## src/rtl/reset_pkg.sv

```systemverilog
// Shared types and helpers for the reset sequencer.
// Holds the reset cause and FSM state enums and the counter-width helper.
package reset_pkg;

   typedef enum logic [1:0] {
      RC_POR  = 2'd0,
      RC_SOFT = 2'd1,
      RC_WDT  = 2'd2
   } rst_cause_t;

   typedef enum logic [1:0] {
      RS_SYNC,
      RS_HOLD,
      RS_RELEASE,
      RS_RUN
   } rst_state_t;

   // Bits needed to hold values 0..n-1 (at least 1).
   function automatic int cnt_width(input int n);
      return (n < 2) ? 1 : $clog2(n);
   endfunction

endpackage

```

## src/rtl/reset_sync_chain.sv

```systemverilog
// Async-assert / sync-deassert reset synchroniser.
// Ports: clk, arstn (async active-low in), rst_n_sync (active-low out).
module reset_sync_chain #(
   parameter int STAGES = 2
) (
   input  logic clk,
   input  logic arstn,
   output logic rst_n_sync
);

   logic [STAGES-1:0] q;

   always_ff @(posedge clk or negedge arstn) begin
      if (!arstn) q <= '0;
      else        q <= {q[STAGES-2:0], 1'b1};
   end

   assign rst_n_sync = q[STAGES-1];

endmodule

```

## src/rtl/reset_sequencer.sv

```systemverilog
// Ordered multi-domain reset release with soft reset, cause and optional
// watchdog (enable with macro RST_WDT_EN).
// Ports: clk, arstn (board reset), soft_rst_req, wdt_kick,
//   rst_out[NUM_DOMAINS] (active high), rst_done, rst_cause[2].
module reset_sequencer
   import reset_pkg::*;
#(
   parameter int NUM_DOMAINS   = 4,
   parameter int SYNC_STAGES   = 2,
   parameter int HOLD_CYCLES   = 16,
   parameter int RELEASE_DELAY = 8,
   parameter int WDT_TIMEOUT   = 2**20
) (
   input  logic                   clk,
   input  logic                   arstn,
   input  logic                   soft_rst_req,
   input  logic                   wdt_kick,
   output logic [NUM_DOMAINS-1:0] rst_out,
   output logic                   rst_done,
   output logic [1:0]             rst_cause
);

   localparam int CMAX = (HOLD_CYCLES > RELEASE_DELAY) ?
                         HOLD_CYCLES : RELEASE_DELAY;
   localparam int CW = cnt_width(CMAX);
   localparam int IW = cnt_width(NUM_DOMAINS);
   localparam logic [CW-1:0] HOLD_LD = CW'(HOLD_CYCLES - 1);
   localparam logic [CW-1:0] REL_LD  = CW'(RELEASE_DELAY - 1);
   localparam logic [IW-1:0] LAST    = IW'(NUM_DOMAINS - 1);

   logic sync_rel;

   reset_sync_chain #(
      .STAGES(SYNC_STAGES)
   ) u_sync (
      .clk       (clk),
      .arstn     (arstn),
      .rst_n_sync(sync_rel)
   );

   rst_state_t             state, state_nx;
   logic [CW-1:0]          cnt, cnt_nx;
   logic [IW-1:0]          idx, idx_nx, nxt_idx;
   logic [NUM_DOMAINS-1:0] out_nx;
   logic                   done_nx;
   rst_cause_t             cause, cause_nx;
   logic                   wdt_fire;

`ifdef RST_WDT_EN
   localparam int WW = cnt_width(WDT_TIMEOUT);
   localparam logic [WW-1:0] WDT_LD = WW'(WDT_TIMEOUT - 1);
   logic [WW-1:0] wdt_cnt;

   always_ff @(posedge clk or negedge arstn) begin
      if (!arstn)
         wdt_cnt <= '0;
      else if (state != RS_RUN || wdt_kick)
         wdt_cnt <= WDT_LD;
      else if (wdt_cnt != '0)
         wdt_cnt <= wdt_cnt - 1'b1;
   end

   assign wdt_fire = (state == RS_RUN) && (wdt_cnt == '0) && !wdt_kick;
`else
   logic unused_kick;
   assign unused_kick = wdt_kick;
   assign wdt_fire = 1'b0;
`endif

   // SYNC with the release seen counts as a HOLD cycle, so the hold
   // window starts on the first edge that observes the synchronised release.
   logic active, hold_tick, rel_tick, trig;

   assign active    = (state != RS_SYNC) || sync_rel;
   assign hold_tick = (state == RS_HOLD) || (state == RS_SYNC && sync_rel);
   assign rel_tick  = (state == RS_RELEASE);
   assign trig      = active && (soft_rst_req || wdt_fire);
   assign nxt_idx   = idx + 1'b1;

   always_comb begin
      state_nx = state;
      cnt_nx   = cnt;
      idx_nx   = idx;
      out_nx   = rst_out;
      done_nx  = rst_done;
      cause_nx = cause;
      priority case (1'b1)
         trig: begin
            state_nx = RS_HOLD;
            cnt_nx   = HOLD_LD;
            out_nx   = '1;
            done_nx  = 1'b0;
            cause_nx = soft_rst_req ? RC_SOFT : RC_WDT;
         end
         hold_tick: begin
            if (cnt == '0) begin
               out_nx[0] = 1'b0;
               idx_nx    = '0;
               cnt_nx    = REL_LD;
               if (NUM_DOMAINS == 1) begin
                  state_nx = RS_RUN;
                  done_nx  = 1'b1;
               end else begin
                  state_nx = RS_RELEASE;
               end
            end else begin
               state_nx = RS_HOLD;
               cnt_nx   = cnt - 1'b1;
            end
         end
         rel_tick: begin
            if (cnt == '0) begin
               out_nx[nxt_idx] = 1'b0;
               idx_nx          = nxt_idx;
               cnt_nx          = REL_LD;
               if (nxt_idx == LAST) begin
                  state_nx = RS_RUN;
                  done_nx  = 1'b1;
               end
            end else begin
               cnt_nx = cnt - 1'b1;
            end
         end
         default: begin
            if (state == RS_SYNC) cnt_nx = HOLD_LD;
         end
      endcase
   end

   always_ff @(posedge clk or negedge arstn) begin
      if (!arstn) begin
         state    <= RS_SYNC;
         cnt      <= '0;
         idx      <= '0;
         rst_out  <= '1;
         rst_done <= 1'b0;
         cause    <= RC_POR;
      end else begin
         state    <= state_nx;
         cnt      <= cnt_nx;
         idx      <= idx_nx;
         rst_out  <= out_nx;
         rst_done <= done_nx;
         cause    <= cause_nx;
      end
   end

   assign rst_cause = cause;

endmodule
```

## config.mk

```make
export PLATFORM = sky130hd
export DESIGN_NAME = reset_sequencer
export DESIGN_NICKNAME = d
export VERILOG_FILES = /design/src/rtl/reset_pkg.sv /design/src/rtl/reset_sync_chain.sv /design/src/rtl/reset_sequencer.sv
export SDC_FILE = /design/constraint.sdc
export NUM_CORES = 1
export LEC_CHECK = 0
export ABC_CLOCK_PERIOD_IN_PS = 2370
export CORE_MARGIN = 2
export CORE_UTILIZATION = 56
export CTS_CLUSTER_SIZE = 10
export DETAILED_ROUTE_END_ITERATION = 12
export GPL_ROUTABILITY_DRIVEN = 1
export PLACE_DENSITY = 0.81
export SLEW_MARGIN = 20
export SYNTH_ARGS = -nofsm -noshare
export SYNTH_HDL_FRONTEND = slang
export SYNTH_SLANG_ARGS = --single-unit
```

## constraint.sdc

```tcl
create_clock -name clk -period 2.37 [get_ports clk]
set_input_delay 0.474 -clock clk [delete_from_list [all_inputs] [get_ports clk]]
set_output_delay 0.474 -clock clk [all_outputs]
set_load 0.02 [all_outputs]
```

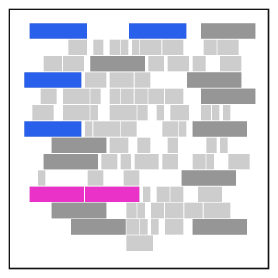
Fig. 1. Register map, names as in the netlist (run 1).
Scale: 6 px per um. Other sequential cells in the stronger gray, the rest of the logic in the fainter gray.
legend:
  blue:
    name_in_the_netlist: rst_out
    flops: 4
    where: upper left
  magenta:
    name_in_the_netlist: u_sync.q
    flops: 2
not colored: 11
flip-flop and latch area: 430.4 um^2
Seq/total area: 44.68%

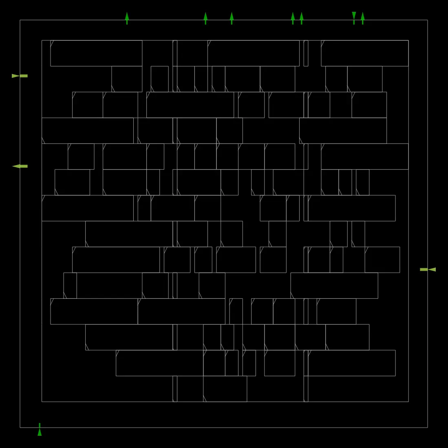
Fig. 2. Cell placement (run 1).
area of the core: 1471 um^2
post-route core utilization: 65.48%
final std cells w/o fill: 104

==> flow_metrics.env, run 1 <==
# source this file to load flow results
export IMPL_synthesis_nets=86
export IMPL_leakage_nw=0.3822
export IMPL_clkTransAtPathRegs_ns=0.09
export IMPL_required_ns=1.90
export IMPL_vias_per_cell=5.615
export IMPL_cpPeakStageDelay_ns=0.60
export IMPL_p_int_mw=0.3722
export IMPL_place_ws_ns=0.4835
export IMPL_ys_async_sr_fraction_pct=100.0
export IMPL_crit_end="rst_out[3]"
export IMPL_flop_count=17
export IMPL_powerClk_mw=0.147
export IMPL_outcome="complete, no violations"
export IMPL_synth_cell_types=32
export IMPL_drc_errors=0
export IMPL_num_antenna_cells=0
export IMPL_yosys_warnings=0
export IMPL_post_cts_setup_buffers=0
export IMPL_slew_viol_final=0
export IMPL_finClkSkew_ns=0.004659
export IMPL_vdd_ir_drop_worst_mv=0.3070
export IMPL_hold_violations=0
export IMPL_cts_resized=0
export IMPL_hold_slack_ns=0.3538
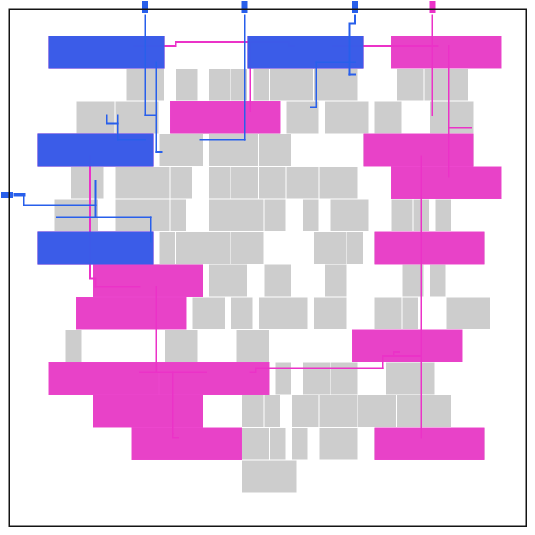
Fig. 3. Nets reached from selected ports (run 1).
Scale: 12 px per um.
legend:
  magenta:
    port: arstn
    bits: 1
    direction: input
    edge: top
    end_cells: 17
    buffers: 1
    wire: 123 um
  blue:
    port: rst_out
    bits: 4
    direction: output
    edge: 3 top, 1 left
    end_cells: 4
    buffers: 4
    wire: 70.9 um
io pins: 11
IO buf count: 9

==> inputs of run 2 (changes only) <==
Settings changed: ABC_CLOCK_PERIOD_IN_PS 2370 to 1800, CORE_UTILIZATION 56 to 52, PLACE_DENSITY 0.81 to 0.76.
Clock period 2.37 ns to 1.8 ns, I/O delays scaled along.
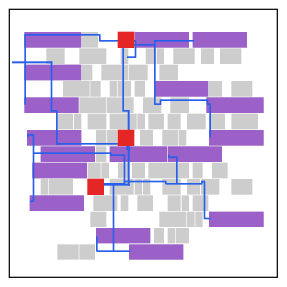
Fig. 4. Clock wires, drivers and flops (run 2).
Scale: 6 px per um.
legend:
  blue:
    item: clock wires
    length: 224 um
  purple:
    item: flip-flops
    count: 17
  red:
    item: cells driving clock nets
    count: 3
flops lie: all over the die
clk_skew: 0.004134 ns
clock network fraction of design power: 32.3%
Clock Latency Late Sink: 0.29 ns

==> run 2 against run 1 <==
Non-clock buffer count is 3 higher. Clock-buffer cell count is the same. Synthesized area is the same. Die area increased by 7.0%. Critical path depth grew 4. Sequential share of layout area fell by 1.6 points. Hold slack better by 0.014 ns. Critical endpoint is now idx[0]$_DFFE_PN0P_. Final area up 3.6%. Core utilization about the same.
==> flow_metrics.env, run 2 <==
# source this file to load flow results
export IMPL_p_seq_share_pct=61.9
export IMPL_slew_viol_final=0
export IMPL_vias_per_cell=5.645
export IMPL_num_antenna_cells=0
export IMPL_port_buffer_count=9
export IMPL_hold_violations=0
export IMPL_powerClk_mw=0.208
export IMPL_crit_end="idx[0]$_DFFE_PN0P_"
export IMPL_top_cells_by_area="dfrtp_1, dfstp_2, ha_1, a21oi_1, nor2b_1"
export IMPL_fa_ha_area_share_pct=7.364
export IMPL_seq_area_um2=430.4
export IMPL_fin_cells=107
export IMPL_cpPeakStageDelay_ns=0.42
export IMPL_vdd_ir_drop_worst_mv=0.4234
export IMPL_yosys_stat_area_um2=849.6
export IMPL_dr_total_vias=604
export IMPL_top_layer_used="met4"
export IMPL_clkTransAtPathRegs_ns=0.10
export IMPL_timing_rr_start="cnt[0]$_DFFE_PN0P_"
export IMPL_synth_cell_types=32
export IMPL_drc_errors=0
export IMPL_ys_async_sr_fraction_pct=100.0
export IMPL_synthesis_nets=86
export IMPL_io_pins=11
export IMPL_cts_resized=1
export IMPL_required_ns=1.99
export IMPL_place_ws_ns=0.05906
export IMPL_post_cts_setup_buffers=0
export IMPL_p_int_mw=0.4936
export IMPL_grt_pass1_vias=596
export IMPL_flop_count=17
export IMPL_outcome="complete, no violations"
export IMPL_cts_hold_buf=0
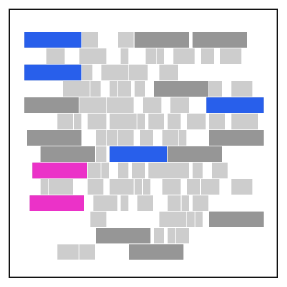
Fig. 5. Register map, names as in the netlist (run 2).
Scale: 6 px per um. Other sequential cells in the stronger gray, the rest of the logic in the fainter gray.
legend:
  blue:
    name_in_the_netlist: rst_out
    flops: 4
  magenta:
    name_in_the_netlist: u_sync.q
    flops: 2
not colored: 11
Seq/total area: 43.11%
post-route core utilization: 65.52%
Power Sequential: 0.397 mW

==> inputs of run 3 (changes only) <==
Settings changed: CORE_UTILIZATION 52 to 59, DONT_BUFFER_PORTS set to 1, PLACE_DENSITY 0.76 to 0.75, SLEW_MARGIN 20 to 40.
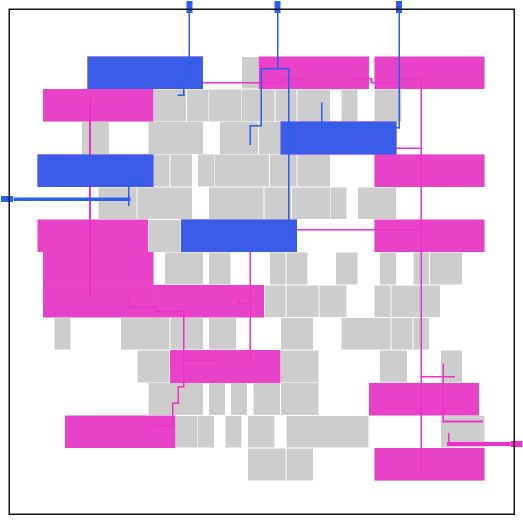
Fig. 6. Nets reached from selected ports (run 3).
Scale: 12 px per um.
legend:
  magenta:
    port: arstn
    bits: 1
    direction: input
    edge: right
    end_cells: 17
    buffers: 2
    wire: 134 um
  blue:
    port: rst_out
    bits: 4
    direction: output
    edge: 3 top, 1 left
    end_cells: 4
    buffers: 0
    wire: 67.5 um
IO buf count: 0

==> run 3 against run 2 <==
Combinational power shrank 18%. Fmax is essentially flat. Critical path depth did not move. Setup slack lost 0.00070 ns. Synthesized area stayed put. Final area down 9.8%. Hold slack worse by 0.24 ns. Register-to-register slack is essentially flat. Non-clock buffer count fell by 9. Clock power is 4% lower. Critical path type unchanged. Largest cell class unchanged. Highest routed layer unchanged.
==> flow_metrics.env, run 3 <==
# source this file to load flow results
export IMPL_seq_area_um2=430.4
export IMPL_fa_ha_area_share_pct=7.364
export IMPL_ys_async_sr_fraction_pct=100.0
export IMPL_final_core_util_pct=68.38
export IMPL_hold_violations=0
export IMPL_clkTransAtPathRegs_ns=0.09
export IMPL_vias_per_cell=5.660
export IMPL_timing_rr_start="cnt[0]$_DFFE_PN0P_"
export IMPL_flop_count=17
export IMPL_synth_cell_types=32
export IMPL_yosys_stat_area_um2=849.6
export IMPL_required_ns=1.98
export IMPL_outcome="complete, no violations"
export IMPL_finClkSkew_ns=0.006305
export IMPL_worstSkewPairLatency_ns=0.29
export IMPL_cpPeakStageDelay_ns=0.41
export IMPL_top_layer_used="met4"
export IMPL_clockPowerShare_pct=31.7
export IMPL_post_cts_setup_buffers=0
export IMPL_p_int_mw=0.4892
export IMPL_p_seq_share_pct=63.4
export IMPL_crit_end="idx[0]$_DFFE_PN0P_"
export IMPL_grt_pass1_vias=540
export IMPL_seq_share_pct=47.78
export IMPL_dr_total_vias=549
export IMPL_top_cells_by_area="dfrtp_1, dfstp_2, ha_1, a21oi_1, nor2b_1"
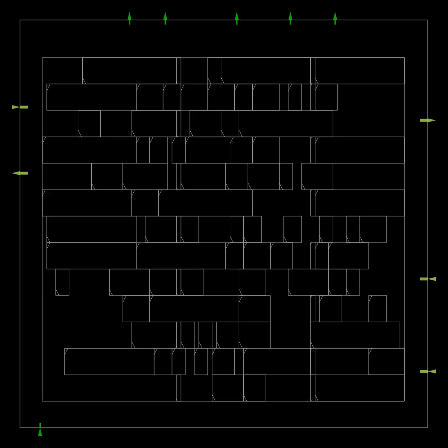
Fig. 7. Cell placement (run 3).
area of the core: 1318 um^2
fillers: 89


==> gallery <==
Cell classes on the final placement.
Scale: 6 px per um.
picture 1
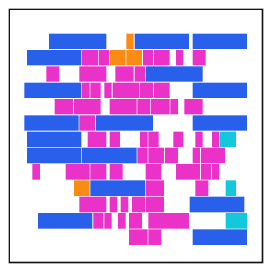
picture 2
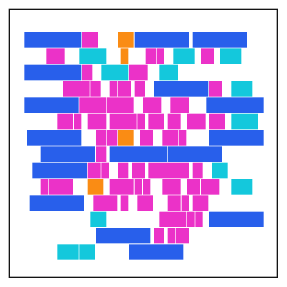
picture 3
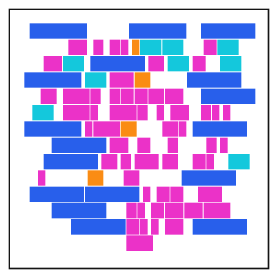
run 2: picture 2
run 1: picture 3
run 3: picture 1

Key to picture 1:
legend:
  blue:
    class: flip-flops
    cells: 17
    share_of_their_area: 49%
  orange:
    class: clock drivers and dummy loads
    cells: 4
    share_of_their_area: 3.0%
  cyan:
    class: other buffers and delay cells
    cells: 3
    share_of_their_area: 2.6%
  magenta:
    class: all other logic
    cells: 58
    share_of_their_area: 46%

Power is estimated from default activity; no workload was simulated.
